run_1/m4.png
Cells faint in the background.
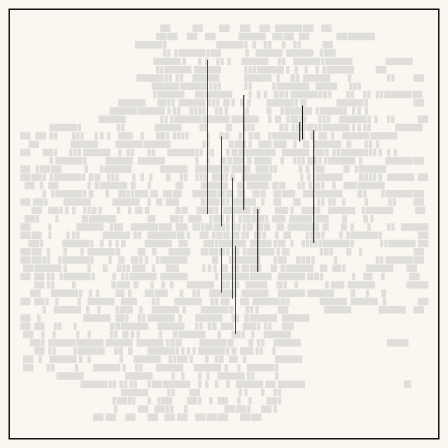
run_1/layers.png
Two of the layers only.
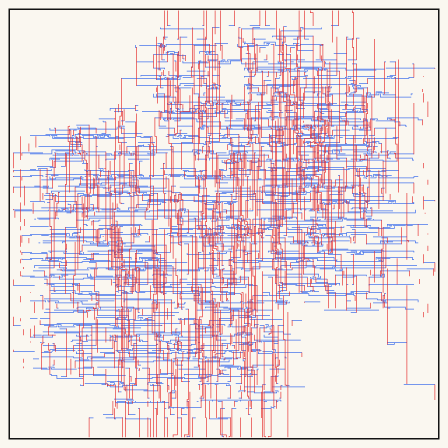
run_1/closeup.png
Region (93, 23) to (118, 48) µm. Cells in grey, sequential cells in the stronger grey; small squares are vias.
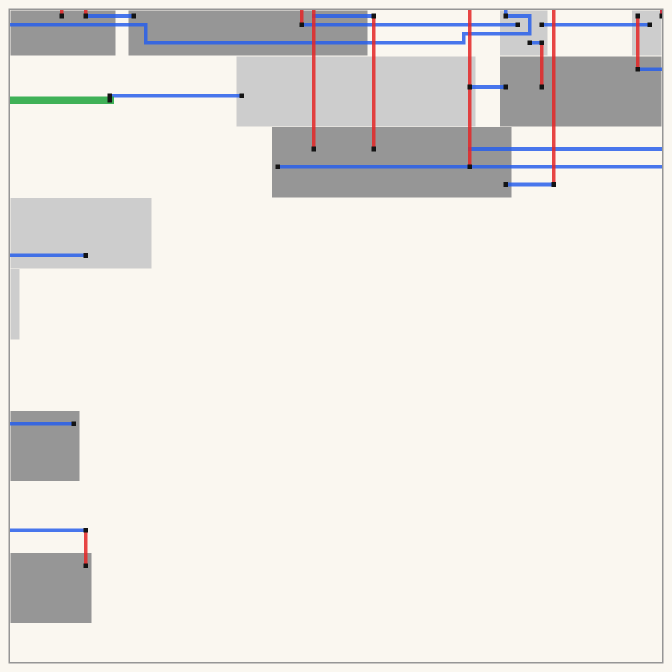
run_1/congestion_map.png
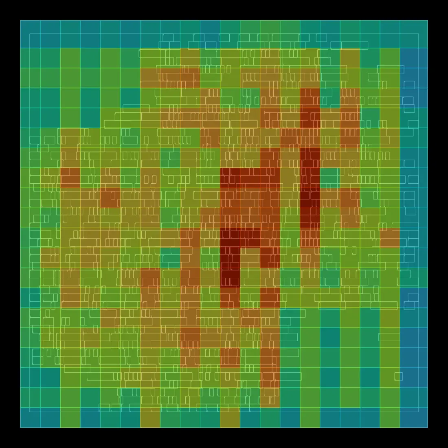
==> config.mk <==
export PLATFORM = sky130hd
export DESIGN_NAME = serial_adder
export DESIGN_NICKNAME = d
export VERILOG_FILES = /design/src/rtl/serial_adder.sv
export SDC_FILE = /design/constraint.sdc
export NUM_CORES = 1
export LEC_CHECK = 0
export ABC_AREA = 1
export CAP_MARGIN = 10
export CORE_MARGIN = 3
export CORE_UTILIZATION = 35
export CTS_CLUSTER_SIZE = 20
export DETAILED_ROUTE_END_ITERATION = 10
export GPL_ROUTABILITY_DRIVEN = 0
export SYNTH_ARGS = -nofsm -noshare
export SYNTH_HDL_FRONTEND = slang
export SYNTH_SLANG_ARGS = --single-unit
export TNS_END_PERCENT = 100
==> constraint.sdc <==
create_clock -name clk -period 2.5 [get_ports clk]
set_input_delay 0.75 -clock clk [delete_from_list [all_inputs] [get_ports clk]]
set_output_delay 0.75 -clock clk [all_outputs]
set_load 0.05 [all_outputs]
==> impl_metrics.csv, run 1 <==
group,metric,value,unit
detailed_routing,ant_nets,0,
finish,final_area,8810,µm²
sta,period_needed,2.49,ns
flow_run,warning_count,32,
setup_path,worstPathRequired,2.79,ns
logic_synthesis,syn_area,6340,µm²
logic_synthesis,ys_seq_share,0.532,
outcome,status,"finished, final reports clean",
setup_path,crit_type,"register to register",
setup_path,critPathTopFamily,"adder cells",
logic_synthesis,edf_count,0,
finish,seq_area_frac,0.384,
detailed_routing,wirelength_met1,8380,µm
finish,inverters_excl_clock,48,
logic_synthesis,ys.flops,135,
finish,nNetsFinal,1021,
detailed_routing,top_layer_used,"met4",
finish,ff_latch_area,3380,µm²
logic_synthesis,post-synth-top-count-cell,"nand2_1",
logic_synthesis,async_reset_ff_frac,1.00,
global_routing,antenna_found_initial,0,
setup_path,path_buffers,2,
finish,fillCellCount,1711,
sta,tns,0,ns
## Picture notes: m4.png
share of all routed wire: 1.6%
wire length on this layer: 273 µm
longest straight run: 50.3 µm
nets with wire on the layer: 9
main direction: vertical
vias post-DR: 5,593
total wire length: 17,600 µm

## Picture notes: layers.png
legend:
  blue:
    layer: M1
    wire_length: 8,380 µm
  red:
    layer: M2
    wire_length: 8,150 µm
GRT Total Usage: 0.178
Avg WL per Cell: 15.0 µm

## Picture notes: closeup.png
legend:
  blue:
    layer: M1
  red:
    layer: M2
  green:
    layer: M3
sequential cells in the window: 3
cells with their middle in the window: 7
most frequent: dfrtp_1 (3), clkbuf_16 (2)

## Picture notes: congestion_map.png
busiest grt layer: met2
GR Util met3: 0.0404
GR Util met2: 0.272
Util after Layout: 0.502

## Run 2: what changed since run 1
--- a/config.mk
+++ b/config.mk
@@ -7,10 +7,12 @@
 export LEC_CHECK = 0
 export ABC_AREA = 1
 export CAP_MARGIN = 10
+export CORE_ASPECT_RATIO = 1.75
 export CORE_MARGIN = 3
 export CORE_UTILIZATION = 35
 export CTS_CLUSTER_SIZE = 20
 export DETAILED_ROUTE_END_ITERATION = 10
+export DONT_BUFFER_PORTS = 1
 export GPL_ROUTABILITY_DRIVEN = 0
 export SYNTH_ARGS = -nofsm -noshare
 export SYNTH_HDL_FRONTEND = slang
run_2/m4.png
Cells faint in the background.
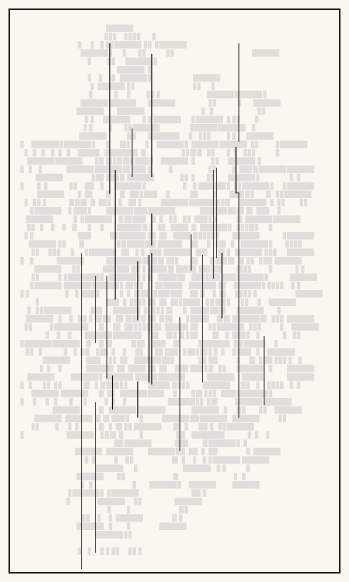
nets with wire on the layer: 20
main direction: vertical
share of all routed wire: 4.5%
wire length on this layer: 816 µm
total wire length: 18,300 µm
vias post-DR: 5,347

run_2/layers.png
Two of the layers only.
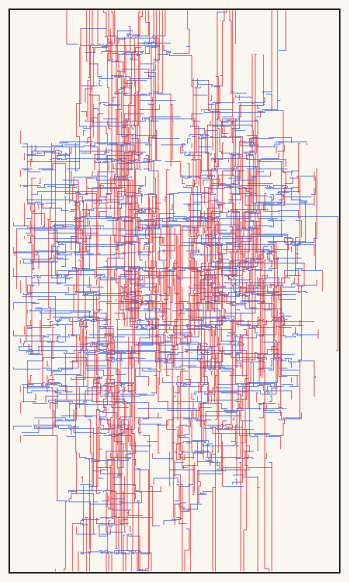
legend:
  blue:
    layer: M1
    wire_length: 6,940 µm
  red:
    layer: M2
    wire_length: 9,870 µm
GRT Total Usage: 0.188
Avg WL per Cell: 16.8 µm

==> run 2 against run 1 <==
Design area fell by 10%. Critical endpoint is now Sum[22]. The flow now finishes with violations (setup timing). Clock-buffer cell count rose by 6. Maximum frequency fell by 1.9%.
==> impl_metrics.csv, run 2 <==
group,metric,value,unit
outcome,status,"finished with violations",
outcome,failed_checks,"setup timing",
placed_design,pre_cts_slack,-0.159,ns
sta,maxSlewViolCount,0,
sta,setup_viol_count_final,18,
setup_path,cp-start-kind,"register",
logic_synthesis,syn_area,6340,µm²
sta,period_needed,2.54,ns
detailed_routing,ant_nets,0,
setup_path,worstPathRequired,2.85,ns
global_routing,use_met2,0.331,
finish,nNetsFinal,930,
detailed_routing,top_layer_used,"met4",
logic_synthesis,ys_seq_share,0.532,
finish,ff_latch_area,3380,µm²
logic_synthesis,edf_count,0,
sta,fin_ws,-0.0401,ns
logic_synthesis,post-synth-top-count-cell,"nand2_1",
global_routing,use_met1,0.211,
clock_tree,clkTransAtPathRegs,0.06,ns
logic_synthesis,flop_cell,"dfrtp_1",
setup_path,path_buffers,2,
setup_path,crit_type,"register to register",
setup_path,critPathTopFamily,"adder cells",
global_routing,antenna_found_initial,0,
finish,fillCellCount,1743,
detailed_routing,wirelength_met1,6940,µm
sta,tns,-0.348,ns
global_routing,busiest_layer,"met2",
finish,seq_area_frac,0.428,
flow_run,warning_count,35,
global_routing,grt_use_met3,0.0312,
finish,n_antenna_cell,0,
finish,finish.utilization,0.449,
logic_synthesis,ys.flops,135,
